[config.mk]
export PLATFORM = sky130hd
export DESIGN_NAME = id_issue_stage
export DESIGN_NICKNAME = d
export VERILOG_FILES = /design/src/rtl/pipe_pkg.sv /design/src/rtl/id_issue_stage_operand_fwd.sv /design/src/rtl/id_issue_stage.sv
export SDC_FILE = /design/constraint.sdc
export NUM_CORES = 1
export LEC_CHECK = 0
export ABC_AREA = 1
export CAP_MARGIN = 20
export CORE_ASPECT_RATIO = 2
export CORE_MARGIN = 10
export CORE_UTILIZATION = 40
export CTS_CLUSTER_DIAMETER = 200
export DETAILED_ROUTE_END_ITERATION = 6
export PLACE_DENSITY_LB_ADDON = 0.1
export SYNTH_ARGS = -nofsm -noshare
export SYNTH_HDL_FRONTEND = slang
export SYNTH_HIERARCHICAL = 1
export SYNTH_SLANG_ARGS = --single-unit
[constraint.sdc]
create_clock -name Clock -period 3.5 [get_ports Clock]
set_input_delay 0.35 -clock Clock [delete_from_list [all_inputs] [get_ports Clock]]
set_output_delay 0.35 -clock Clock [all_outputs]
set_load 0.01 [all_outputs]
[src/rtl/pipe_pkg.sv]
// Shared pipeline definitions: opcodes, instruction field positions and the ID/EX bundle.
package pipe_pkg;

    localparam int XLEN   = 32;
    localparam int REG_AW = 5;

    localparam logic [6:0] OP_LOAD   = 7'b0000011;
    localparam logic [6:0] OP_STORE  = 7'b0100011;
    localparam logic [6:0] OP_BRANCH = 7'b1100011;
    localparam logic [6:0] OP_LUI    = 7'b0110111;
    localparam logic [6:0] OP_AUIPC  = 7'b0010111;
    localparam logic [6:0] OP_JAL    = 7'b1101111;
    localparam logic [6:0] OP_JALR   = 7'b1100111;
    localparam logic [6:0] OP_OP     = 7'b0110011;
    localparam logic [6:0] OP_IMM    = 7'b0010011;

    localparam int OPC_LSB = 0;
    localparam int OPC_MSB = 6;
    localparam int RD_LSB  = 7;
    localparam int RD_MSB  = 11;
    localparam int RS1_LSB = 15;
    localparam int RS1_MSB = 19;
    localparam int RS2_LSB = 20;
    localparam int RS2_MSB = 24;

    localparam logic ST_ISSUE = 1'b0;
    localparam logic ST_STALL = 1'b1;

    typedef struct packed {
        logic [XLEN-1:0]   pc;
        logic [XLEN-1:0]   instr;
        logic [REG_AW-1:0] rd;
        logic              we;
        logic              is_load;
        logic              valid;
    } ex_bundle_t;

    // Returns {uses_rs2, uses_rs1}; unknown opcodes are treated as reading rs1 only.
    function automatic logic [1:0] src_use(input logic [6:0] opc);
        case (opc)
            OP_LUI, OP_AUIPC, OP_JAL:      src_use = 2'b00;
            OP_OP, OP_STORE, OP_BRANCH:    src_use = 2'b11;
            OP_JALR, OP_IMM, OP_LOAD:      src_use = 2'b01;
            default:                       src_use = 2'b01;
        endcase
    endfunction

endpackage

[src/rtl/id_issue_stage_operand_fwd.sv]
// Priority forwarding mux for one EX operand: x0, EX/MEM, writeback, same-edge bypass, regfile.
module operand_fwd
    import pipe_pkg::*;
(
    input  logic [REG_AW-1:0] i_src,
    input  logic              i_mem_we,
    input  logic [REG_AW-1:0] i_mem_rd,
    input  logic [XLEN-1:0]   i_mem_data,
    input  logic              i_wb_we,
    input  logic [REG_AW-1:0] i_wb_rd,
    input  logic [XLEN-1:0]   i_wb_data,
    input  logic              i_byp_v,
    input  logic [XLEN-1:0]   i_byp_d,
    input  logic [XLEN-1:0]   i_rf_data,
    output logic [XLEN-1:0]   o_data
);

    always_comb begin
        o_data = i_rf_data;
        if (i_src == '0)
            o_data = '0;
        else if (i_mem_we && (i_mem_rd == i_src))
            o_data = i_mem_data;
        else if (i_wb_we && (i_wb_rd == i_src))
            o_data = i_wb_data;
        else if (i_byp_v)
            o_data = i_byp_d;
    end

endmodule

[src/rtl/id_issue_stage.sv]
// Decode/issue stage: drives regfile addresses, holds the ID/EX register, forwards
// operands and inserts a single-cycle bubble on load-use hazards.
module id_issue_stage
    import pipe_pkg::*;
(
    input  logic              Clock,
    input  logic              Reset,
    input  logic              i_id_valid,
    input  logic [XLEN-1:0]   i_id_instr,
    input  logic [XLEN-1:0]   i_id_pc,
    output logic              o_id_ready,
    input  logic              i_flush,
    output logic [REG_AW-1:0] o_addr1,
    output logic [REG_AW-1:0] o_addr2,
    input  logic [XLEN-1:0]   i_rs1,
    input  logic [XLEN-1:0]   i_rs2,
    input  logic              i_mem_we,
    input  logic [REG_AW-1:0] i_mem_rd,
    input  logic [XLEN-1:0]   i_mem_data,
    input  logic              i_wb_we,
    input  logic [REG_AW-1:0] i_wb_rd,
    input  logic [XLEN-1:0]   i_wb_data,
    output logic              o_ex_valid,
    output logic [XLEN-1:0]   o_ex_pc,
    output logic [XLEN-1:0]   o_ex_instr,
    output logic [REG_AW-1:0] o_ex_rd,
    output logic              o_ex_we,
    output logic              o_ex_is_load,
    output logic [XLEN-1:0]   o_ex_op_a,
    output logic [XLEN-1:0]   o_ex_op_b
);

    logic [6:0]        w_opcode;
    logic [1:0]        w_use;
    logic              w_haz;
    logic              w_stall;
    logic              w_state_next;
    logic              r_state;
    ex_bundle_t        w_ex_next;
    ex_bundle_t        r_ex;
    logic [REG_AW-1:0] w_addr [2];
    logic [REG_AW-1:0] w_src  [2];
    logic [XLEN-1:0]   w_rf   [2];
    logic [XLEN-1:0]   w_op   [2];
    logic              r_byp_v [2];
    logic [XLEN-1:0]   r_byp_d [2];

    assign w_opcode  = i_id_instr[OPC_MSB:OPC_LSB];
    assign w_use     = src_use(w_opcode);
    assign w_addr[0] = i_id_instr[RS1_MSB:RS1_LSB];
    assign w_addr[1] = i_id_instr[RS2_MSB:RS2_LSB];
    assign w_src[0]  = r_ex.instr[RS1_MSB:RS1_LSB];
    assign w_src[1]  = r_ex.instr[RS2_MSB:RS2_LSB];
    assign w_rf[0]   = i_rs1;
    assign w_rf[1]   = i_rs2;
    assign o_addr1   = w_addr[0];
    assign o_addr2   = w_addr[1];

    assign w_haz = i_id_valid && r_ex.valid && r_ex.is_load && r_ex.we &&
                   ((w_use[0] && (r_ex.rd == w_addr[0])) ||
                    (w_use[1] && (r_ex.rd == w_addr[1])));
    assign w_stall    = w_haz && !i_flush;
    assign o_id_ready = !w_stall;

    // The bubble that follows a stall can never itself cause a hazard, so STALL always returns.
    assign w_state_next = (r_state == ST_ISSUE && w_stall) ? ST_STALL : ST_ISSUE;

    always_comb begin
        w_ex_next.pc      = i_id_pc;
        w_ex_next.instr   = i_id_instr;
        w_ex_next.rd      = i_id_instr[RD_MSB:RD_LSB];
        w_ex_next.valid   = i_id_valid;
        w_ex_next.is_load = i_id_valid && (w_opcode == OP_LOAD);
        w_ex_next.we      = i_id_valid && (i_id_instr[RD_MSB:RD_LSB] != '0) &&
                            (w_opcode != OP_STORE) && (w_opcode != OP_BRANCH);
        if (i_flush || w_stall) begin
            w_ex_next.valid   = 1'b0;
            w_ex_next.we      = 1'b0;
            w_ex_next.is_load = 1'b0;
        end
    end

    always_ff @(posedge Clock or posedge Reset) begin
        if (Reset) begin
            r_ex    <= '0;
            r_state <= ST_ISSUE;
            for (int i = 0; i < 2; i++) begin
                r_byp_v[i] <= 1'b0;
                r_byp_d[i] <= '0;
            end
        end else begin
            r_ex    <= w_ex_next;
            r_state <= w_state_next;
            // The regfile returns the pre-write value on a same-edge write, so remember the write.
            for (int i = 0; i < 2; i++) begin
                r_byp_v[i] <= i_wb_we && (i_wb_rd != '0) && (i_wb_rd == w_addr[i]);
                r_byp_d[i] <= i_wb_data;
            end
        end
    end

    generate
        for (genvar gi = 0; gi < 2; gi++) begin : g_fwd
            operand_fwd u_fwd (
                .i_src      (w_src[gi]),
                .i_mem_we   (i_mem_we),
                .i_mem_rd   (i_mem_rd),
                .i_mem_data (i_mem_data),
                .i_wb_we    (i_wb_we),
                .i_wb_rd    (i_wb_rd),
                .i_wb_data  (i_wb_data),
                .i_byp_v    (r_byp_v[gi]),
                .i_byp_d    (r_byp_d[gi]),
                .i_rf_data  (w_rf[gi]),
                .o_data     (w_op[gi])
            );
        end
    endgenerate

    assign o_ex_valid   = r_ex.valid;
    assign o_ex_pc      = r_ex.pc;
    assign o_ex_instr   = r_ex.instr;
    assign o_ex_rd      = r_ex.rd;
    assign o_ex_we      = r_ex.we;
    assign o_ex_is_load = r_ex.is_load;
    assign o_ex_op_a    = w_op[0];
    assign o_ex_op_b    = w_op[1];

endmodule

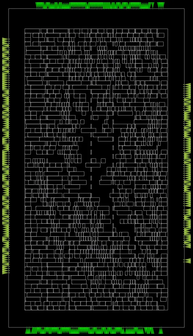
run_1/final_placement.png
post-layout util: 0.6591
filler instances: 1413

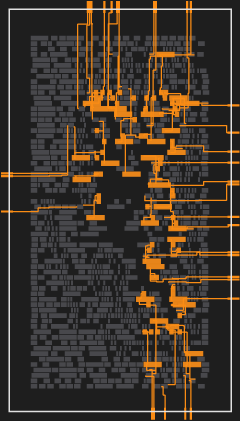
run_1/port_nets.png
Scale: 2 px per um.
Orange marks i_wb_data, bits 32, direction input, edge 13 right, 11 top, 5 bottom, 3 left, end cells 96, wire 2010 um.

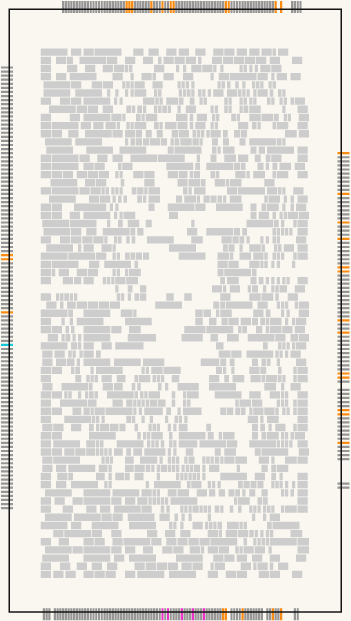
run_1/pins.png
Scale: 3 px per um. Pins as bars across the die edge, other pins in grey.
Magenta marks i_mem_rd, pins 5, direction input, edge bottom. Cyan marks i_id_valid, pins 1, direction input, edge left. Orange marks i_wb_data, pins 32, direction input, edge 13 right, 11 top, 5 bottom, 3 left.
All pins by edge: 109 left, 86 bottom, 83 top, 77 right.

run 1: cell usage after synthesis (all sizes together):
library cell / count
nor2: 158
nand3: 78
nand2: 208
o21ai: 2
nor4: 3
xor2: 8
clkbuf: 8
buf: 57
nor3: 3
dfrtp: 101
inv: 104
o211ai: 1
xnor2: 8
nand4: 65
mux2: 64
run 1: flip-flops by register name (all words and copies together), names as in the netlist:
register      count
r_byp_d          32
o_ex_valid        1
o_ex_is_load      1
o_ex_we           1
o_ex_instr       28
r_byp_v           2
o_ex_rd           4
o_ex_pc          32
run 1: layer usage:
metal  up-vias  global-route usage  routed length (um)
met2       340              0.4442               14880
met5         -                   0                   0
met3        47             0.07677                2731
li1       3388                   -                   -
met1      3289              0.2470                8968
met4         0             0.08856                 788
==> results.json, run 1 <==
{
  "status": "finished, final reports clean",
  "cpMostUsedCell": "nand2_1",
  "yosysTopAreaCellShare": 0.3884,
  "post-route-cell-area_mm2": 0.01045,
  "signal_buffers": 374,
  "setup_slack_ns": 0.4786,
  "cts_sinks": 101,
  "fp.dieW_um": 110.2,
  "io_pins": 355,
  "grt-ovfl-total": 0,
  "worstMarginPinSlew_ns": 0.7111,
  "comb.multi_input.count": 598,
  "aoi_share": 0.003269,
  "fin_crit_sh": 0.8633,
  "p_leak_nw": 4.923,
  "grt_pass1_wl_mm": 41.77,
  "tool_warnings": 26,
  "antenna_found_initial": 4,
  "inverters": 104,
  "end_kind": "primary output",
  "rsz0062_at_grt": "no",
  "rows": 65,
  "drtAntennaViolNets": 0,
  "ctsResizeCount": 0,
  "cpPeakStageDelay_ns": 0.61,
  "finalNetCount": 1396,
  "final_layout_top_logic_cell": "clkdlybuf4s50_1",
  "clock-root-buffer": "clkbuf_16",
  "crit_slowest_cell": "clkdlybuf4s50_1",
  "vias": 7064,
  "crit_arrival_ns": 2.67,
  "final-clk-cell-share": 0.02825,
  "required_ns": 3.15,
  "holdWs_ns": 0.4302,
  "avgSynthCellArea_um2": 7.497,
  "maxSlewHeadroom": 0.5259,
  "final_cells": 1397,
  "synth_area_mm2": 0.006507,
  "skew_ns": 0.0009109,
  "flops": 101,
  "r2r_end": "o_ex_we$_DFF_PP0_",
  "vdd_drop_max_mv": 0.4162,
  "numCtsBuffers": 9,
  "tritoncts": "built",
  "dominant_cells": "non-clock buffers",
  "cp_num_buf_inv": 5
}
==> run 2, diff against run 1 <==
- PLACE_DENSITY: unset -> 0.82
- PLACE_DENSITY_LB_ADDON: 0.1 -> unset
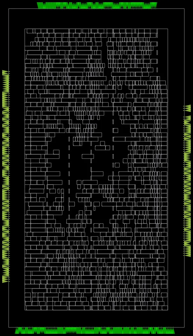
run_2/final_placement.png
post-layout util: 0.6601
Seq Cell Count: 101
Seq/total area: 0.2414

==> results.json, run 2 <==
{
  "fp.dieW_um": 110.2,
  "r2r_end": "o_ex_we$_DFF_PP0_",
  "io_pins": 355,
  "most_common_cell": "nand2_1",
  "cpMostUsedCell": "nand2_1",
  "crit_arrival_ns": 2.74,
  "cp_num_buf_inv": 5,
  "numCtsBuffers": 9,
  "drtAntennaViolNets": 0,
  "aoi_share": 0.003269,
  "grt_pass1_wl_mm": 43.80,
  "crit_slowest_cell": "clkdlybuf4s50_1",
  "ys.flop_type": "dfrtp_1",
  "fill_cells": 1348,
  "p_leak_nw": 4.944,
  "post-route-cell-area_mm2": 0.01047,
  "rows": 65,
  "tool_warnings": 26,
  "status": "finished, final reports clean",
  "rsz0062_at_grt": "no",
  "ctsResizeCount": 0,
  "grtUsageMet2": 0.4525,
  "route.met2.wl_mm": 15.55,
  "yosysTopAreaCellShare": 0.3884,
  "holdWs_ns": 0.4344,
  "vias": 7253,
  "finalNetCount": 1399,
  "end_kind": "primary output"
}
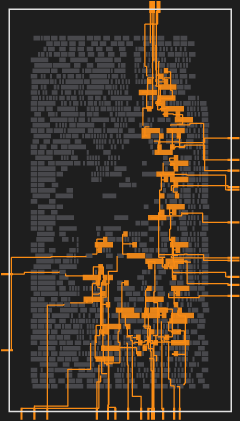
run_2/port_nets.png
Scale: 2 px per um.
Orange marks i_wb_data, bits 32, direction input, edge 14 bottom, 11 right, 5 top, 2 left, end cells 96, wire 2260 um.

## run 2: area by class of cell
| cell class | instances | area [um^2] | share of cell area |
|---|---|---|---|
| Inverter | 104 | 392.9 | 0.03753 |
| Multi-Input combinational cell | 598 | 3217 | 0.3073 |
| Tap cell | 201 | 251.5 | 0.02402 |
| Clock inverter | 4 | 56.30 | 0.005378 |
| Antenna cell | 7 | 17.52 | 0.001673 |
| Sequential cell | 101 | 2527 | 0.2414 |
| Timing Repair Buffer | 377 | 3754 | 0.3586 |
| Clock buffer | 11 | 252.7 | 0.02414 |
## run 2: power groups by stage
stage	Combinational (mW)	Clock (mW)	Sequential, mW
finish	1.01	1.04	1.26
global route	1.09	1.11	1.26
CTS	1.02	1.07	1.26
detailed placement	1.01	0	1.28
global placement	1.00	0	1.28
floorplan	0.382	0	1.29
Power figures rest on the tool's default switching activity, not on a simulated workload.
